===== config.mk =====
export PLATFORM = sky130hd
export DESIGN_NAME = l1_stream_pointer_flat
export DESIGN_NICKNAME = d
export VERILOG_FILES = /design/src/rtl/l1_stream_pkg.sv /design/src/rtl/l1_stream_pointer_if.sv /design/src/rtl/l1_prio_arb.sv /design/src/rtl/l1_stream_pointer.sv /design/src/flat_wrapper.sv
export SDC_FILE = /design/constraint.sdc
export NUM_CORES = 1
export LEC_CHECK = 0
export CORE_ASPECT_RATIO = 0.7
export CORE_MARGIN = 1
export CORE_UTILIZATION = 41
export CTS_CLUSTER_SIZE = 20
export DETAILED_ROUTE_END_ITERATION = 16
export GPL_TIMING_DRIVEN = 0
export MAX_ROUTING_LAYER = met4
export PLACE_DENSITY = 0.74
export SYNTH_ARGS = -nofsm -noshare
export SYNTH_HDL_FRONTEND = slang
export SYNTH_SLANG_ARGS = --single-unit

===== constraint.sdc =====
create_clock -name clk -period 2.4 [get_ports clk]
set_input_delay 0.48 -clock clk [delete_from_list [all_inputs] [get_ports clk]]
set_output_delay 0.48 -clock clk [all_outputs]
set_load 0.005 [all_outputs]

===== src/rtl/l1_stream_pkg.sv =====
// Shared constants, widths and types for the L1 stream-pointer controller.
package l1_stream_pkg;

   localparam int unsigned lanes          = 8;
   localparam int unsigned words_per_line = 8;
   localparam int unsigned lines          = 4;

   localparam int unsigned outst_w = $clog2(lines + 1);
   localparam int unsigned avail_w = $clog2(lines * words_per_line + 1);
   // Wide enough for cap + words_per_line at full occupancy.
   localparam int unsigned cap_w   = $clog2((lines + 1) * words_per_line + 1);

   typedef logic [lanes-1:0]   lane_vec_t;
   typedef logic [outst_w-1:0] outst_t;
   typedef logic [avail_w-1:0] avail_t;
   typedef logic [cap_w-1:0]   cap_t;

   typedef struct packed {
      logic fetch;
      logic rsp;
      logic rd;
      logic flush;
   } evt_t;

   function automatic cap_t capacity(input outst_t o, input avail_t a);
      return cap_t'(o) * cap_t'(words_per_line) + cap_t'(a);
   endfunction

endpackage


===== src/rtl/l1_stream_pointer_if.sv =====
// Read-lane, flush and cacheline request/response signals of one stream.
interface l1_stream_pointer_if;
   import l1_stream_pkg::*;

   lane_vec_t i_rd_v;
   lane_vec_t i_rd_r;
   logic      i_rst_v;
   logic      i_rst_r;
   logic      i_clrsp_v;
   logic      i_clrsp_r;
   logic      o_clreq_v;
   logic      o_clreq_r;

   modport slave (
      input  i_rd_v,
      output i_rd_r,
      input  i_rst_v,
      output i_rst_r,
      input  i_clrsp_v,
      output i_clrsp_r,
      output o_clreq_v,
      input  o_clreq_r
   );

   modport master (
      output i_rd_v,
      input  i_rd_r,
      output i_rst_v,
      input  i_rst_r,
      output i_clrsp_v,
      input  i_clrsp_r,
      input  o_clreq_v,
      output o_clreq_r
   );

endinterface


===== src/rtl/l1_prio_arb.sv =====
// Lowest-index-first priority encoder with enable; one-hot (or zero) grant.
module l1_prio_arb #(
   parameter int unsigned width = 8
) (
   input  logic             en,
   input  logic [width-1:0] req,
   output logic [width-1:0] grant
);

   logic taken;

   always_comb begin
      grant = '0;
      taken = 1'b0;
      for (int unsigned k = 0; k < width; k++) begin
         if (en && req[k] && !taken) begin
            grant[k] = 1'b1;
            taken    = 1'b1;
         end
      end
   end

endmodule


===== src/rtl/l1_stream_pointer.sv =====
// Stream-pointer controller: tracks readable words and outstanding line
// fetches, prefetches to keep the buffer full, arbitrates reads, handles flush.
module l1_stream_pointer
   import l1_stream_pkg::*;
(
   input logic                clk,
   input logic                reset,
   l1_stream_pointer_if.slave bus
);

   avail_t    avail, avail_n;
   outst_t    outst, outst_n;
   cap_t      cap;
   lane_vec_t grant;
   logic      arb_en;
   evt_t      evt;

   always_comb begin
      cap    = capacity(outst, avail);
      arb_en = ~reset & ~bus.i_rst_v & (avail != '0);
   end

   l1_prio_arb #(.width(lanes)) u_arb (
      .en    (arb_en),
      .req   (bus.i_rd_v),
      .grant (grant)
   );

   // Outputs depend only on registered state and i_rst_v, never on o_clreq_r.
   always_comb begin
      bus.i_rd_r    = grant;
      bus.o_clreq_v = ~reset & ~bus.i_rst_v &
                      (cap + cap_t'(words_per_line) <= cap_t'(lines * words_per_line));
      bus.i_rst_r   = ~reset & (outst == '0);
      bus.i_clrsp_r = ~reset;
   end

   always_comb begin
      evt.fetch = bus.o_clreq_v & bus.o_clreq_r;
      evt.rsp   = bus.i_clrsp_v;
      evt.rd    = |grant;
      evt.flush = bus.i_rst_v & bus.i_rst_r;
   end

   always_comb begin
      outst_n = outst;
      unique case ({evt.fetch, evt.rsp})
         2'b10:   outst_n = outst + outst_t'(1);
         2'b01:   outst_n = outst - outst_t'(1);
         default: outst_n = outst;
      endcase

      // Response and read in one cycle net out; flush implies no response.
      if (evt.flush) begin
         avail_n = '0;
      end else begin
         avail_n = avail
                 + (evt.rsp ? avail_t'(words_per_line) : '0)
                 - (evt.rd  ? avail_t'(1) : '0);
      end
   end

   always_ff @(posedge clk) begin
      if (reset) begin
         avail <= '0;
         outst <= '0;
      end else begin
         avail <= avail_n;
         outst <= outst_n;
      end
   end

endmodule


===== src/flat_wrapper.sv =====
// flat-port wrapper written by rule: the top's interface ports become plain ports
module l1_stream_pointer_flat import l1_stream_pkg::*;
  (clk, reset, bus_i_rd_v, bus_i_rd_r, bus_i_rst_v, bus_i_rst_r, bus_i_clrsp_v, bus_i_clrsp_r, bus_o_clreq_v, bus_o_clreq_r);
  l1_stream_pointer_if bus_i ();
  input logic clk;
  input logic reset;
  input wire logic [$bits(bus_i.i_rd_v)-1:0] bus_i_rd_v;
  output wire logic [$bits(bus_i.i_rd_r)-1:0] bus_i_rd_r;
  input wire logic [$bits(bus_i.i_rst_v)-1:0] bus_i_rst_v;
  output wire logic [$bits(bus_i.i_rst_r)-1:0] bus_i_rst_r;
  input wire logic [$bits(bus_i.i_clrsp_v)-1:0] bus_i_clrsp_v;
  output wire logic [$bits(bus_i.i_clrsp_r)-1:0] bus_i_clrsp_r;
  output wire logic [$bits(bus_i.o_clreq_v)-1:0] bus_o_clreq_v;
  input wire logic [$bits(bus_i.o_clreq_r)-1:0] bus_o_clreq_r;
  assign bus_i.i_rd_v = bus_i_rd_v;
  assign bus_i_rd_r = bus_i.i_rd_r;
  assign bus_i.i_rst_v = bus_i_rst_v;
  assign bus_i_rst_r = bus_i.i_rst_r;
  assign bus_i.i_clrsp_v = bus_i_clrsp_v;
  assign bus_i_clrsp_r = bus_i.i_clrsp_r;
  assign bus_o_clreq_v = bus_i.o_clreq_v;
  assign bus_i.o_clreq_r = bus_o_clreq_r;
  l1_stream_pointer u_core (.clk(clk), .reset(reset), .bus(bus_i));
endmodule

==> flow_summary.yaml <==
# synthesis and place-and-route metrics
route:
  dr_wl_met2_mm: 1.01
  dr_wl_met3_um: 130
yosys:
  ys_seq_share_pct: 22.8
  yosys-stat-area_um2: 790
  ys_async_sr_fraction_pct: 0
  synthTopLogicFamily: "simple AND/OR/NAND/NOR gates"
  simple_gate_area_share_pct: 27.3
  postSynthAreaPerCell_um2: 8.77
  largest_area_cell: "dfxtp_1"
  edf_count: 0
run_status:
  outcome: "finished with violations"
  violations: "negative setup slack"
critical_path:
  r2r_end: "u_core.outst[2]"
  r2r_slack_ps: -100
  crit_type: "flop to flop"
  regToRegStartpoint: "u_core.avail[3]"
cells_and_area:
  clock_buffers: 4
  nMultiInputCombCells: 64
  bufAreaShareNonClock_pct: 24.9
  layout_top_cells: "buf_4, inv_1, nor2_1, dlygate4sd2_1, clkdlybuf4s50_1"
  layout.area.top_class: "logic gates"
  layout_top_cell_excl_fill_tap: "buf_4"
clock_network:
  post_cts_resize_count: 33
  cts_buffers: 3
pwr:
  pg_clk_uw: 123
  cellPowerDensity_nw_per_um2: 920
  power.leakage_uw: 0.000671
flow_run:
  warnings: 29
placement:
  place_area_um2: 1080
  dpl.cell_count: 134
floorplanning:
  row_count: 12
  die_area_um2: 2110
global_routing:
  top_usage_layer: "met2"
  use_met3_pct: 7.06
  grt_pass1_wl_mm: 3.12
hold_path:
  hold_end: "u_core.avail[0]"
timing:
  setup_ws_ps: -105
  finalSetupViolations: 2
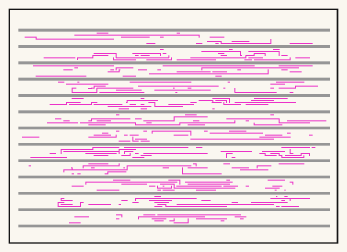
*Metal 1*
Drawn at 6 px/um. Supply wires on this layer in gray.
longest straight run	20.7 um
wire length on this layer	968 um
share of all routed wire	45%
nets with wire on the layer	138
main direction	horizontal

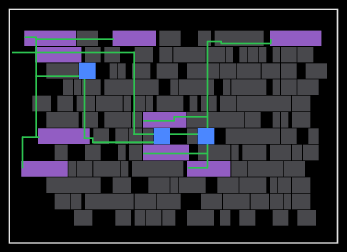
*Routed clock nets over the placement*
Drawn at 6 px/um.
[blue] clock drivers | count: 3
[purple] flip-flops | count: 9
[green] clock wires | length: 178 um
routed clock nets	4

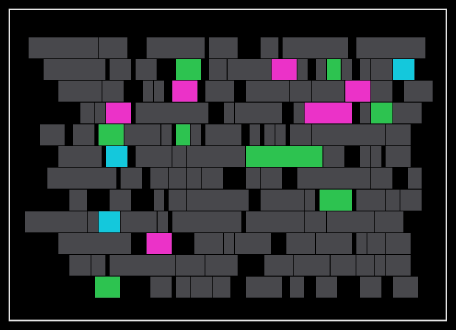
*Gate families picked out*
Drawn at 8 px/um.
color	family	cells
cyan	AND-OR and OR-AND gates	3
magenta	XOR/XNOR gates	6
green	inverting AOI/OAI gates	8
Comb area share: 51.1%
fin cells: 152

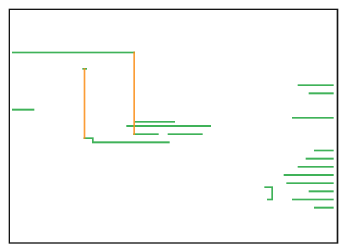
*Wiring by layer*
Drawn at 6 px/um. Only two layers are drawn.
color	layer	wire length
green	metal 3	131 um
orange	metal 4	25.2 um

Power figures rest on the tool's default switching activity, not on a simulated workload.
